Fig. 1: run 1, clock wires, drivers and flops
Drawn at 1 px/um.
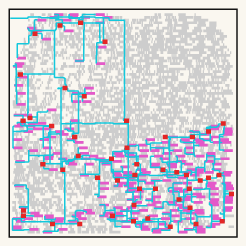
Fig. 2: run 1, routed metal, one colour a layer
Drawn at 2 px/um.
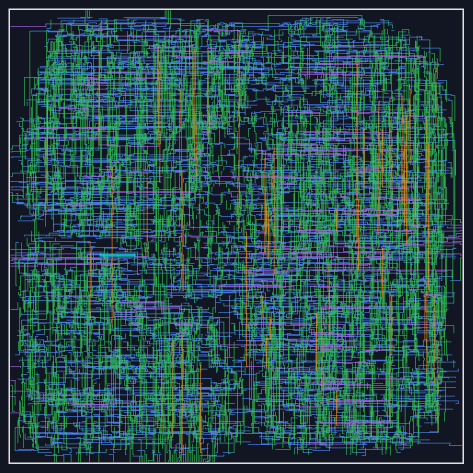
Fig. 3: run 1, floorplan with the power grid
Drawn at 1.5 px/um. Pins as bars on the die edge.
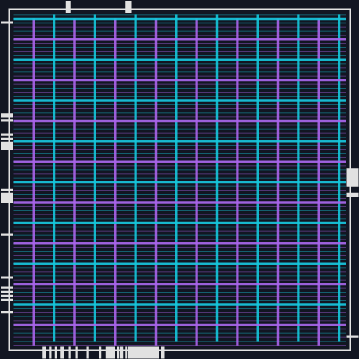
Fig. 4: run 1, clock nets
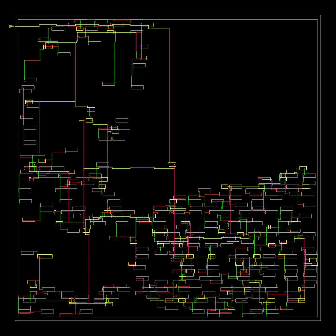
--- src/rtl/cnn16_conv3x3_engine_if.sv ---
// rtl/cnn16_conv3x3_engine_if.sv - single-port CNN data RAM bus between engine and RAM
interface cnn16_conv3x3_engine_if #(
    parameter int DATA_WIDTH = 16,
    parameter int ADDR_WIDTH = 12
);
    logic                  mem_write;
    logic [ADDR_WIDTH-1:0] mem_addr;
    logic [DATA_WIDTH-1:0] mem_wdata;
    logic [DATA_WIDTH-1:0] mem_rdata;

    modport master (output mem_write, output mem_addr, output mem_wdata, input mem_rdata);
    modport slave  (input mem_write, input mem_addr, input mem_wdata, output mem_rdata);
endinterface

--- src/rtl/cnn16_conv3x3_engine.sv ---
// rtl/cnn16_conv3x3_engine.sv - 3x3 valid-convolution engine, Q8.8 MAC, saturated write-back
module cnn16_conv3x3_engine #(
    parameter int DATA_WIDTH = 16,
    parameter int ADDR_WIDTH = 12,
    parameter int IMG_W      = 16,
    parameter int IMG_H      = 16
) (
    input  logic                  clk,
    input  logic                  rst_n,
    input  logic                  start,
    input  logic [ADDR_WIDTH-1:0] src_base,
    input  logic [ADDR_WIDTH-1:0] kern_base,
    input  logic [ADDR_WIDTH-1:0] dst_base,
    output logic                  busy,
    output logic                  done,
    cnn16_conv3x3_engine_if.master mem
);
    typedef enum logic [2:0] {IDLE, LOAD_K, CONV, DRAIN, WRITE, DONE} state_t;

    state_t                       state, state_nx;
    logic   [3:0]                 idx;
    logic   [1:0]                 ki, kj;
    logic   [ADDR_WIDTH-1:0]      r, c;
    logic   [ADDR_WIDTH-1:0]      src_q, kern_q, dst_q;
    logic signed [DATA_WIDTH-1:0] k [9];
    logic signed [35:0]           acc;
    logic                         cap_k, cap_p;
    logic   [3:0]                 cap_idx;
    logic signed [31:0]           prod;
    logic signed [27:0]           shifted;
    logic   [DATA_WIDTH-1:0]      sat;
    logic                         last_pos;
    logic   [ADDR_WIDTH-1:0]      pix_addr, out_addr;

    assign last_pos = (r == ADDR_WIDTH'(IMG_H - 3)) && (c == ADDR_WIDTH'(IMG_W - 3));
    assign pix_addr = src_q + (r + ADDR_WIDTH'(ki)) * ADDR_WIDTH'(IMG_W) + c + ADDR_WIDTH'(kj);
    assign out_addr = dst_q + r * ADDR_WIDTH'(IMG_W - 2) + c;
    assign prod     = $signed(mem.mem_rdata) * k[cap_idx];
    // Taking the upper bits of a signed value is an arithmetic (floor) shift by 8.
    assign shifted  = acc[35:8];

    always_comb begin
        if (shifted > 28'sd32767)
            sat = 16'h7FFF;
        else if (shifted < -28'sd32768)
            sat = 16'h8000;
        else
            sat = shifted[15:0];
    end

    assign busy = (state == LOAD_K) || (state == CONV) || (state == DRAIN) || (state == WRITE);
    assign done = (state == DONE);

    always_comb begin
        state_nx      = state;
        mem.mem_write = 1'b0;
        mem.mem_addr  = '0;
        mem.mem_wdata = '0;
        case (state)
            IDLE:   if (start) state_nx = LOAD_K;
            LOAD_K: begin
                if (idx != 4'd9) mem.mem_addr = kern_q + ADDR_WIDTH'(idx);
                if (idx == 4'd9) state_nx = CONV;
            end
            CONV: begin
                mem.mem_addr = pix_addr;
                if (idx == 4'd8) state_nx = DRAIN;
            end
            DRAIN:  state_nx = WRITE;
            WRITE: begin
                mem.mem_write = 1'b1;
                mem.mem_addr  = out_addr;
                mem.mem_wdata = sat;
                state_nx      = last_pos ? DONE : CONV;
            end
            DONE:   state_nx = IDLE;
            default: state_nx = IDLE;
        endcase
    end

    always_ff @(posedge clk or negedge rst_n) begin
        if (!rst_n) begin
            state   <= IDLE;
            idx     <= '0;
            ki      <= '0;
            kj      <= '0;
            r       <= '0;
            c       <= '0;
            src_q   <= '0;
            kern_q  <= '0;
            dst_q   <= '0;
            acc     <= '0;
            cap_k   <= 1'b0;
            cap_p   <= 1'b0;
            cap_idx <= '0;
            for (int i = 0; i < 9; i++) k[i] <= '0;
        end else begin
            state   <= state_nx;
            // Read data returns one cycle after its address, so tag it with the issuing index.
            cap_k   <= (state == LOAD_K) && (idx != 4'd9);
            cap_p   <= (state == CONV);
            cap_idx <= idx;
            if (cap_k) k[cap_idx] <= $signed(mem.mem_rdata);
            if (cap_p) acc <= acc + {{4{prod[31]}}, prod};
            case (state)
                IDLE: if (start) begin
                    src_q  <= src_base;
                    kern_q <= kern_base;
                    dst_q  <= dst_base;
                    idx    <= '0;
                end
                LOAD_K: begin
                    idx <= (idx == 4'd9) ? 4'd0 : idx + 4'd1;
                    if (idx == 4'd9) begin
                        r  <= '0;
                        c  <= '0;
                        ki <= '0;
                        kj <= '0;
                    end
                end
                CONV: begin
                    if (idx == 4'd0) acc <= '0;
                    idx <= (idx == 4'd8) ? 4'd0 : idx + 4'd1;
                    kj  <= (kj == 2'd2) ? 2'd0 : kj + 2'd1;
                    if (kj == 2'd2) ki <= (ki == 2'd2) ? 2'd0 : ki + 2'd1;
                end
                WRITE: begin
                    if (c == ADDR_WIDTH'(IMG_W - 3)) begin
                        c <= '0;
                        r <= r + 1'b1;
                    end else begin
                        c <= c + 1'b1;
                    end
                end
                default: ;
            endcase
        end
    end
endmodule

--- src/flat_wrapper.sv ---
// flat-port wrapper written by rule: the top's interface ports become plain ports
module cnn16_conv3x3_engine_flat 
#(
    parameter int DATA_WIDTH = 16,
    parameter int ADDR_WIDTH = 12,
    parameter int IMG_W      = 16,
    parameter int IMG_H      = 16
)
  (clk, rst_n, start, src_base, kern_base, dst_base, busy, done, mem_mem_write, mem_mem_addr, mem_mem_wdata, mem_mem_rdata);
  cnn16_conv3x3_engine_if #(.DATA_WIDTH(DATA_WIDTH), .ADDR_WIDTH(ADDR_WIDTH)) mem_i ();
  input  logic clk;
  input  logic rst_n;
  input  logic start;
  input  logic [ADDR_WIDTH-1:0] src_base;
  input  logic [ADDR_WIDTH-1:0] kern_base;
  input  logic [ADDR_WIDTH-1:0] dst_base;
  output logic busy;
  output logic done;
  output wire logic [$bits(mem_i.mem_write)-1:0] mem_mem_write;
  output wire logic [$bits(mem_i.mem_addr)-1:0] mem_mem_addr;
  output wire logic [$bits(mem_i.mem_wdata)-1:0] mem_mem_wdata;
  input wire logic [$bits(mem_i.mem_rdata)-1:0] mem_mem_rdata;
  assign mem_mem_write = mem_i.mem_write;
  assign mem_mem_addr = mem_i.mem_addr;
  assign mem_mem_wdata = mem_i.mem_wdata;
  assign mem_i.mem_rdata = mem_mem_rdata;
  cnn16_conv3x3_engine #(.DATA_WIDTH(DATA_WIDTH), .ADDR_WIDTH(ADDR_WIDTH), .IMG_W(IMG_W), .IMG_H(IMG_H)) u_core (.clk(clk), .rst_n(rst_n), .start(start), .src_base(src_base), .kern_base(kern_base), .dst_base(dst_base), .busy(busy), .done(done), .mem(mem_i));
endmodule
--- config.mk ---
export PLATFORM = sky130hd
export DESIGN_NAME = cnn16_conv3x3_engine_flat
export DESIGN_NICKNAME = d
export VERILOG_FILES = /design/src/rtl/cnn16_conv3x3_engine_if.sv /design/src/rtl/cnn16_conv3x3_engine.sv /design/src/flat_wrapper.sv
export SDC_FILE = /design/constraint.sdc
export NUM_CORES = 1
export LEC_CHECK = 0
export ABC_AREA = 1
export CAP_MARGIN = 20
export CORE_MARGIN = 2
export CORE_UTILIZATION = 54
export CTS_BUF_LIST = sky130_fd_sc_hd__clkbuf_8
export DETAILED_ROUTE_END_ITERATION = 16
export GPL_TIMING_DRIVEN = 0
export PLACE_DENSITY_LB_ADDON = 0.08
export SLEW_MARGIN = 20
export SYNTH_ARGS = -nofsm -noshare
export SYNTH_HDL_FRONTEND = slang
export SYNTH_SLANG_ARGS = --single-unit
--- constraint.sdc ---
create_clock -name clk -period 9.1 [get_ports clk]
set_clock_uncertainty 0.15 [all_clocks]
set_input_delay 1.82 -clock clk [delete_from_list [all_inputs] [get_ports clk]]
set_output_delay 1.82 -clock clk [all_outputs]
set_load 0.05 [all_outputs]
==> flow_metrics.rpt, run 1 <==
PHYSICAL IMPLEMENTATION REPORT
----------------------------------------------------
[Critical path]
  Required time of the critical path ........................ 9480 ps
  Crit path max-delay cell type ........................ fa_1
  Category of the critical setup timing path ........................ reg -> reg
  Capturing element type of the critical path ........................ flip-flop
  Max Fanout on Critical Path ........................ 10

[Floorplanning]
  Die area ........................ 0.0512 mm2
  I/O Pins ........................ 86
  Rows ........................ 81

[Final layout]
  Synthesis-to-layout area growth ........................ 13.0%
  Sequential cell area in the final layout ........................ 0.00643 mm2
  Area occupied by multi-input gates ........................ 0.0172 mm2
  Non-filler cells, final ........................ 4,315
  Final #Nets ........................ 4,133

[Clock network]
  CTS Root Cell ........................ clkbuf_8
  CTS tree ........................ built
  CTS clk-pin slew, worst paths ........................ 60 ps
  Maximum level of the CTS H-tree ........................ 2

[Yosys]
  Main synth FF type ........................ dfrtp_1
  Post-synthesis cell type with the largest combined area ........................ dfrtp_1
  Mapped Cells ........................ 3,452
  Floorplan net count ........................ 3,974
  Area leader share ........................ 24.1%
  Number of distinct library cell variants in the gate-level netlist after synthesis ........................ 52
  Most frequent cells after synthesis ........................ 784 x nand2_1, 772 x inv_1, 295 x fa_1, 257 x dfrtp_1, 225 x o21ai_0
  Sequential area share after synthesis ........................ 24.1%
  Number of standard cells reported by yosys ........................ 3,452
  Fraction of registers with async set/reset ........................ 100%

[Min path]
  Kind of path behind the tightest hold check ........................ reg -> reg

[Placement]
  Worst Setup Slack post-DPL ........................ -1310 ps
  Detail Placement HPWL ........................ 62,300 um

[Timing]
  Final tally of max-slew violations ........................ 0
  Setup slack of the critical path after layout ........................ 286 ps
  Max-slew headroom at the worst pin ........................ 34.8%
  Hold_ws ........................ 290 ps
  Top achievable clock speed ........................ 113 MHz
  Slew at the pin closest to its max-slew limit ........................ 967 ps

[Routing]
  Initial DRT Pass Iterations ........................ 5
  Iteration-0 DRC Markers ........................ 1,658
  Remaining routing DRC violations ........................ 0
  Post-DRT Antenna Nets ........................ 0

[Global route]
  Largest net degree at the start of global routing ........................ 91
  Number of antenna violations at the first check in global routing ........................ 5
  Via count of the first global-routing pass ........................ 23,400
  Overall overflow remaining after global route ........................ 0
  Global-route wire length before repair ........................ 125,000 um

[Job]
  Count of tool warnings ........................ 40

[Status]
  Result of the run ........................ complete, no violations

----------------------------------------------------
## Picture notes: Fig. 1
flip-flops: marked magenta, count 257. clock wires: marked cyan, length 4,150 um. cells driving clock nets: marked red, count 48.
There are 49 routed clock nets.
clk ins delay skew pair: 640 ps

## Picture notes: Fig. 2
met1: marked blue, wire length 33.4 mm. met5: marked cyan, wire length 16.6 um. met3: marked purple, wire length 5,240 um. met2: marked green, wire length 36.5 mm. met4: marked orange, wire length 2,700 um.
routed via count: 23,300
average routed wire per standard cell: 18.1 um
global routing usage summed across all routing layers: 31.5%
wire length after detailed routing: 77,900 um

## Picture notes: Fig. 3
VDD: marked cyan. VSS: marked purple.
16 straps on met4. 16 straps on met5. 86 signal pins sit on the boundary.
DIE HEIGHT: 226 um
die span in x: 226 um
standard cell core area: 0.0488 mm2

## Picture notes: Fig. 4
flop count: 257
number of buffers added by the clock tree synthesis step: 48
clock tree buffer count of the final layout: 60
total number of clock tree sinks: 257

[run 1: worst paths after layout]
kind                                    from           endpoint  slack, ps  cells past startpoint
max                        u_core.cap_idx[1]     u_core.acc[29]        290                     36
min                            u_core.idx[2]  u_core.cap_idx[2]        290                      0
max reg2reg                u_core.cap_idx[1]     u_core.acc[29]        290                     36
min reg2reg                    u_core.idx[2]  u_core.cap_idx[2]        290                      0
max in group asynchronous              rst_n     u_core.acc[22]       6830                      2
min in group asynchronous              rst_n      u_core.k[103]       1020                      1
[run 1: cell type report]
cell class | instances | share of cell area (%)
sequential | 257 | 21.3
inverter | 792 | 9.92
multi-input combinational | 2286 | 57.2
tap | 664 | 2.76
timing repair buffer | 110 | 3.47
clock inverter | 26 | 0.639
antenna | 4 | 0.0332
buffer | 116 | 1.93
clock buffer | 60 | 2.74
[run 1: critical path: cells and delay by family (launching register included)]
family          cells  cell delay (ps)
buf+inv             8              950
xor+xnor            1              250
fa+ha+maj           8             3990
simple gates       12             1530
flops               1              480
compound gates      7             1330
[run 1: registers in the layout, summed over array words and instances, names as in the netlist]
signal and cells:
u_core.src_q 12, u_core.cap_p 1, u_core.kern_q 12, u_core.kj 2, u_core.acc 36, u_core.cap_idx 4, u_core.idx 4, u_core.cap_k 1
u_core.dst_q 12, u_core.state 3, u_core.c 12, u_core.ki 2, u_core.k 144, u_core.r 12
[run 1: layer usage]
metal | GRT usage, % | vias to the layer above | wire, um
li1 | - | 11000 | -
met1 | 43.1 | 11500 | 33400
met2 | 50.4 | 742 | 36500
met3 | 5.74 | 154 | 5240
met4 | 10.9 | 2 | 2700
met5 | 0 | - | 16
[run 1: cell families after synthesis]
logic type | share of synthesized area, %
xor+xnor | 2.10
mux | 0.549
flops | 24.1
fa+ha+maj | 30.2
buf+inv | 12.9
simple gates | 17.5
compound gates | 12.6
[run 1: stage by stage]
stage | util, % | cell area, um2
floorplan | - | 26700
global route | 61.7 | 30200
detailed placement | 57.9 | 28300
CTS | 60.4 | 29500
finish | 61.7 | 30200
global placement | 57.7 | 28200
[run 1: placed cells by master (no fill, tap or decap), drive strengths merged, types with 8 or more instances in the layout]
cell,count
a221o,14
clkinv,8
clkdlybuf4s50,68
a22oi,30
clkbuf,146
dfrtp,257
nand2,785
inv,804
buf,72
o21ai,231
a21oi,189
mux2,13
a21o,8
o2111ai,19
xor2,37
nor3,19
a21boi,18
o22ai,10
nand3,103
o21bai,12
xnor2,27
o211ai,9
nand4,22
fa,295
nor2,212
ha,172
a31oi,12
[run 1: repair_timing]
action / 4_1_cts / 5_1_grt
gates resized: 47 / 172
setup buffers: 9 / 30
pin swaps: 3 / 33
cloned: 0 / 0
setup endpoints to repair: 17 / 22
hold buffers: 0 / 0
==> run 2: changes to the inputs <==
Settings changed: CORE_ASPECT_RATIO from default to 1.1.
Fig. 5: run 2, floorplan with the power grid
Drawn at 1.5 px/um. Pins as bars on the die edge.
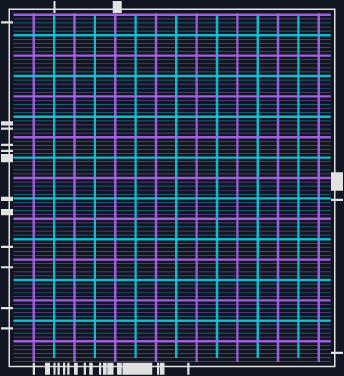
VSS: marked purple. VDD: marked cyan.
86 met1 rails follow the rows. 17 straps on met5. 15 straps on met4. 86 signal pins sit on the boundary.
standard cell core area: 0.0489 mm2
die span in x: 216 um
DIE HEIGHT: 237 um

Fig. 6: run 2, clock nets
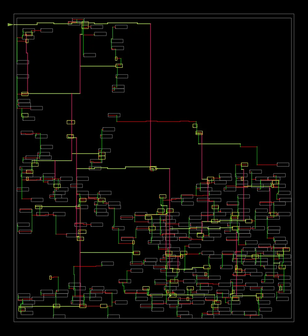
clock tree buffer count of the final layout: 55
clk ins delay skew pair: 680 ps
number of buffers added by the clock tree synthesis step: 46

==> run 2 against run 1 <==
  * Non-clock buffer count down 9
  * First-iteration DRC count up 14%
  * Synthesized cell count unchanged
  * Critical path type is now in -> reg
  * Flip-flop count unchanged
==> flow_metrics.rpt, run 2 <==
PHYSICAL IMPLEMENTATION REPORT
----------------------------------------------------
[Critical path]
  Max Fanout on Critical Path ........................ 10 (unchanged)
  Capturing element type of the critical path ........................ flip-flop (unchanged)
  Required time of the critical path ........................ 9530 ps (was 9480 ps)
  Crit path max-delay cell type ........................ fa_1 (unchanged)
  Reg2Reg Launch Point ........................ u_core.cap_idx[1] (unchanged)
  Category of the critical setup timing path ........................ in -> reg (was reg -> reg)

[Timing]
  Top achievable clock speed ........................ 113 MHz (about the same)
  Hold_ws ........................ 297 ps (was 290 ps)
  Final tally of max-slew violations ........................ 0 (unchanged)
  Max-slew headroom at the worst pin ........................ 36.7% (was 34.8%)

[Status]
  Result of the run ........................ complete, no violations (unchanged)

[Yosys]
  Prevailing logic family in the synthesized netlist ........................ adder cells (unchanged)
  Basic Gates by Area ........................ 17.5% (unchanged)
  Floorplan net count ........................ 3,974 (unchanged)
  Fraction of registers with async set/reset ........................ 100% (unchanged)
  Area leader share ........................ 24.1% (unchanged)
  Sequential area share after synthesis ........................ 24.1% (unchanged)
  Share of the synthesized netlist area taken by xor and xnor gates ........................ 2.10% (unchanged)
  Synth Area in Compound Gates ........................ 12.6% (unchanged)
  Number of distinct library cell variants in the gate-level netlist after synthesis ........................ 52 (unchanged)

[Routing]
  Average routed wire per standard cell ........................ 18.3 um (was 18.1 um)

[Clock network]
  Total number of clock tree sinks ........................ 257 (unchanged)
  Maximum level of the CTS H-tree ........................ 2 (unchanged)

[Final layout]
  Most frequent cells in the layout ........................ 780 x inv_1, 773 x nand2_1, 289 x fa_1, 255 x dfrtp_1, 219 x o21ai_0 (was 783 x inv_1, 776 x nand2_1, 288 x fa_1, 255 x dfrtp_1, 218 x o21ai_0)
  Final #Nets ........................ 4,122 (was 4,133)

[Global route]
  Global Route met3 Usage ........................ 3.87% (was 5.74%)
  Met1 global-route usage ........................ 41.8% (was 43.1%)
  Via count of the first global-routing pass ........................ 23,500 (was 23,400)
  Largest net degree at the start of global routing ........................ 97 (was 91)
  Global-route wire length before repair ........................ 126,000 um (was 125,000 um)

[Floorplanning]
  Rows ........................ 85 (was 81)
  Die area ........................ 0.0512 mm2 (about the same)

[Placement]
  Detail Placement HPWL ........................ 62,400 um (was 62,300 um)

----------------------------------------------------
[run 2: final timing paths]
path	end	slack (ps)	cells past startpoint
worst min-delay path	u_core.cap_idx[2]	300	0
max in group asynchronous	u_core.r[4]	6460	3
worst min register to register	u_core.cap_idx[2]	300	0
min in group asynchronous	u_core.k[103]	960	1
worst max register to register	u_core.acc[35]	350	40
worst max-delay path	u_core.acc[35]	280	35
[run 2: cells by family after synthesis]
| kind of cell | Yosys count |
|---|---|
| AOI/OAI and AO/OA | 579 |
| adders and majority gates | 467 |
| and+or+nand+nor | 1163 |
| DFF | 257 |
| buffers and inverters | 909 |
| xor gates and xnor gates | 64 |
| muxes | 13 |
[run 2: layout make-up]
cell class                 instances  area, um2
antenna                            2       5.00
buffer                           116        554
clock buffer                      55        757
clock inverter                    21        125
fill                            4549      19000
inverter                         792       2990
multi-input combinational       2286      17300
sequential                       257       6430
tap                              652        816
timing repair buffer             101        980
[run 2: layer usage]
metal	routed length (um)	share of wire [%]	vias up
li1	-	-	11000
met2	37800	48	773
met1	32800	42	11500
met3	4690	6.0	170
met4	3250	4.1	2
met5	17	0.022	-
[run 2: timing repair]
action / 4_1_cts / 5_1_grt
setup buffers: 14 / 16
resized: 53 / 147
endpoints found under the setup margin: 16 / 19
pin swaps: 6 / 24
hold buffers: 0 / 0
cloned: 0 / 0
[run 2: per-stage QoR]
step	std cells	setup WS (ps)
2_1_floorplan	3452	330
3_3_place_gp	4173	-4910
5_1_grt	4281	-101
6_report	4282	284
3_5_place_dp	4175	-1360
4_1_cts	4265	1.42
[run 2: worst max-delay path: cells and delay by family]
| kind | cells | cell delay [ps] |
|---|---|---|
| adders and majority gates | 8 | 3880 |
| buffers and inverters | 9 | 1290 |
| and+or+nand+nor | 14 | 1260 |
| AOI/OAI and AO/OA | 3 | 630 |
| xor gates and xnor gates | 1 | 320 |
Fig. 7: run 2, routed metal, one colour a layer
Drawn at 2 px/um.
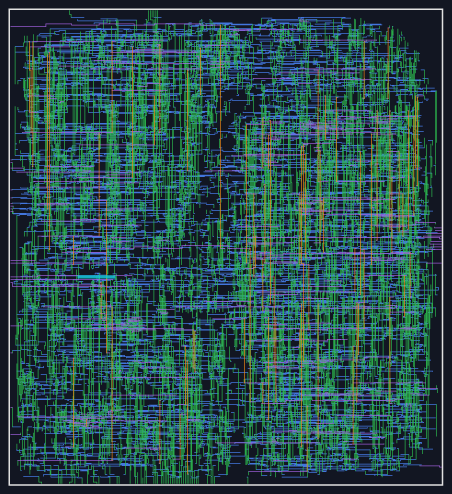

==> run 3: changes to the inputs <==
Settings changed: PLACE_DENSITY from default to 0.72, PLACE_DENSITY_LB_ADDON 0.08 to default.
Fig. 8: run 3, routed metal, one colour a layer
Drawn at 2 px/um.
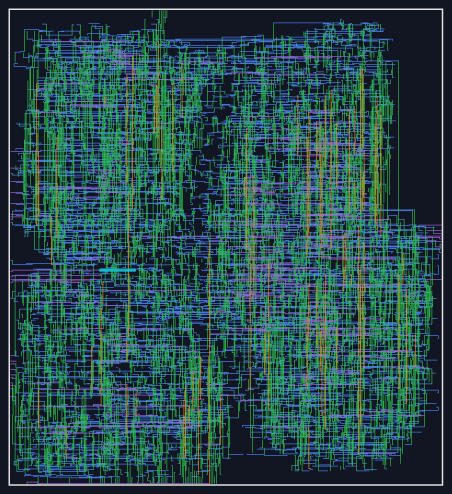
met1: marked blue, wire length 32.0 mm. met2: marked green, wire length 35.8 mm. met5: marked cyan, wire length 16.6 um. met3: marked purple, wire length 4,920 um. met4: marked orange, wire length 2,910 um.
wire length after detailed routing: 75,600 um
average routed wire per standard cell: 17.6 um
global routing usage summed across all routing layers: 30.6%
routed via count: 23,200

==> run 3 against run 2 <==
  * Critical endpoint unchanged
  * Synthesized cell count stayed put
  * Die size stayed put
  * Largest cell class unchanged
  * Critical path type unchanged
==> flow_metrics.rpt, run 3 <==
PHYSICAL IMPLEMENTATION REPORT
----------------------------------------------------
[Critical path]
  Reg-to-reg critical path endpoint ........................ u_core.acc[35] (unchanged)
  Max Fanout on Critical Path ........................ 10 (unchanged)
  Slack of the worst reg-to-reg path ........................ 280 ps (was 350 ps)
  Reg2Reg Launch Point ........................ u_core.cap_idx[1] (unchanged)

[Routing]
  Routed wl met2 ........................ 35,800 um (was 37,800 um)

[Timing]
  Setup slack of the critical path after layout ........................ 275 ps (was 284 ps)
  Hold_ws ........................ 305 ps (was 297 ps)
  Max-slew headroom at the worst pin ........................ 39.6% (was 36.7%)

[Floorplanning]
  DIE HEIGHT ........................ 237 um (unchanged)
  Die area ........................ 0.0512 mm2 (unchanged)
  Die span in x ........................ 216 um (unchanged)

[Status]
  Result of the run ........................ complete, no violations (unchanged)

[Final layout]
  Sequential cell area in the final layout ........................ 0.00643 mm2 (unchanged)
  Non-filler cells, final ........................ 4,293 (was 4,282)
  Largest register FFs ........................ 144 (unchanged)
  Non-Filler Cell Area, Final ........................ 0.0301 mm2 (was 0.0299 mm2)

[Yosys]
  Area leader share ........................ 24.1% (unchanged)

[Clock network]
  CTS clk-pin slew, worst paths ........................ 60 ps (about the same)
  Total number of clock tree sinks ........................ 257 (unchanged)
  Maximum level of the CTS H-tree ........................ 2 (unchanged)

[Global route]
  Overall overflow remaining after global route ........................ 0 (unchanged)

[Placement]
  Worst Setup Slack post-DPL ........................ -1170 ps (was -1360 ps)
  Detail Placement HPWL ........................ 59,700 um (was 62,400 um)

----------------------------------------------------
Fig. 9: run 3, clock wires, drivers and flops
Drawn at 1 px/um.
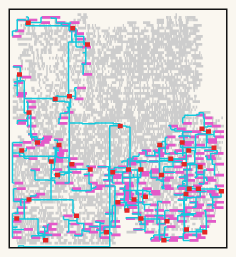
clock wires: marked cyan, length 4,030 um. flip-flops: marked magenta, count 257. cells driving clock nets: marked red, count 46.
There are 47 routed clock nets.
clk ins delay skew pair: 640 ps

-- run 3: cell counts after synthesis --
Identical to the previous run, type by type.
-- run 3: cell families after synthesis --
family	after synthesis	share of synthesized area [%]
simple gates	1163	17.5
flops	257	24.1
mux	13	0.549
buf+inv	909	12.9
fa+ha+maj	467	30.2
compound gates	579	12.6
xor+xnor	64	2.10
-- run 3: area by class of cell --
type                    count  area share, %
multi-input cells        2286           57.0
flip-flops and latches    257           21.4
inverters                 792           9.90
repair buffers            109           3.55
clock buffers              61           2.79
well taps                 652           2.71
plain buffers             115           1.93
clock inverters            20          0.678
diodes                      1        0.00832
-- run 3: worst max-delay path: cells and delay by family --
family          cells  cell delay, ps
simple gates       12            1320
buf+inv             8            1170
xor+xnor            1             150
fa+ha+maj           8            3970
compound gates      4             800
-- run 3: how the worst min path moves through the flow --
stage / start / endpoint / cells past startpoint / slack [ps]
final: u_core.idx[2] / u_core.cap_idx[2] / 0 / 300
after global routing: u_core.idx[2] / u_core.cap_idx[2] / 0 / 330
after CTS: u_core.idx[2] / u_core.cap_idx[2] / 0 / 310
after detailed placement: u_core.idx[2] / u_core.cap_idx[2] / 0 / 290
after global placement: u_core.idx[2] / u_core.cap_idx[2] / 0 / 290
after floorplan: u_core.idx[2] / u_core.cap_idx[2] / 0 / 250
-- run 3: per-stage QoR --
| step | util [%] |
|---|---|
| global placement | 57.6 |
| detailed placement | 57.8 |
| global route | 61.5 |
| finish | 61.5 |
| CTS | 60.4 |
| floorplan | - |
-- run 3: timing repair --
action                     4_1_cts  5_1_grt
setup endpoints to repair       15       19
setup buffers                   12       24
cloned                           0        0
pin swaps                        5       33
gates resized                   39      159
-- run 3: routing by layer --
layer / track usage [%] / vias to the layer above
li1: - / 11000
met5: 0 / -
met3: 4.70 / 170
met2: 49.8 / 791
met4: 11.7 / 2
met1: 41.3 / 11300
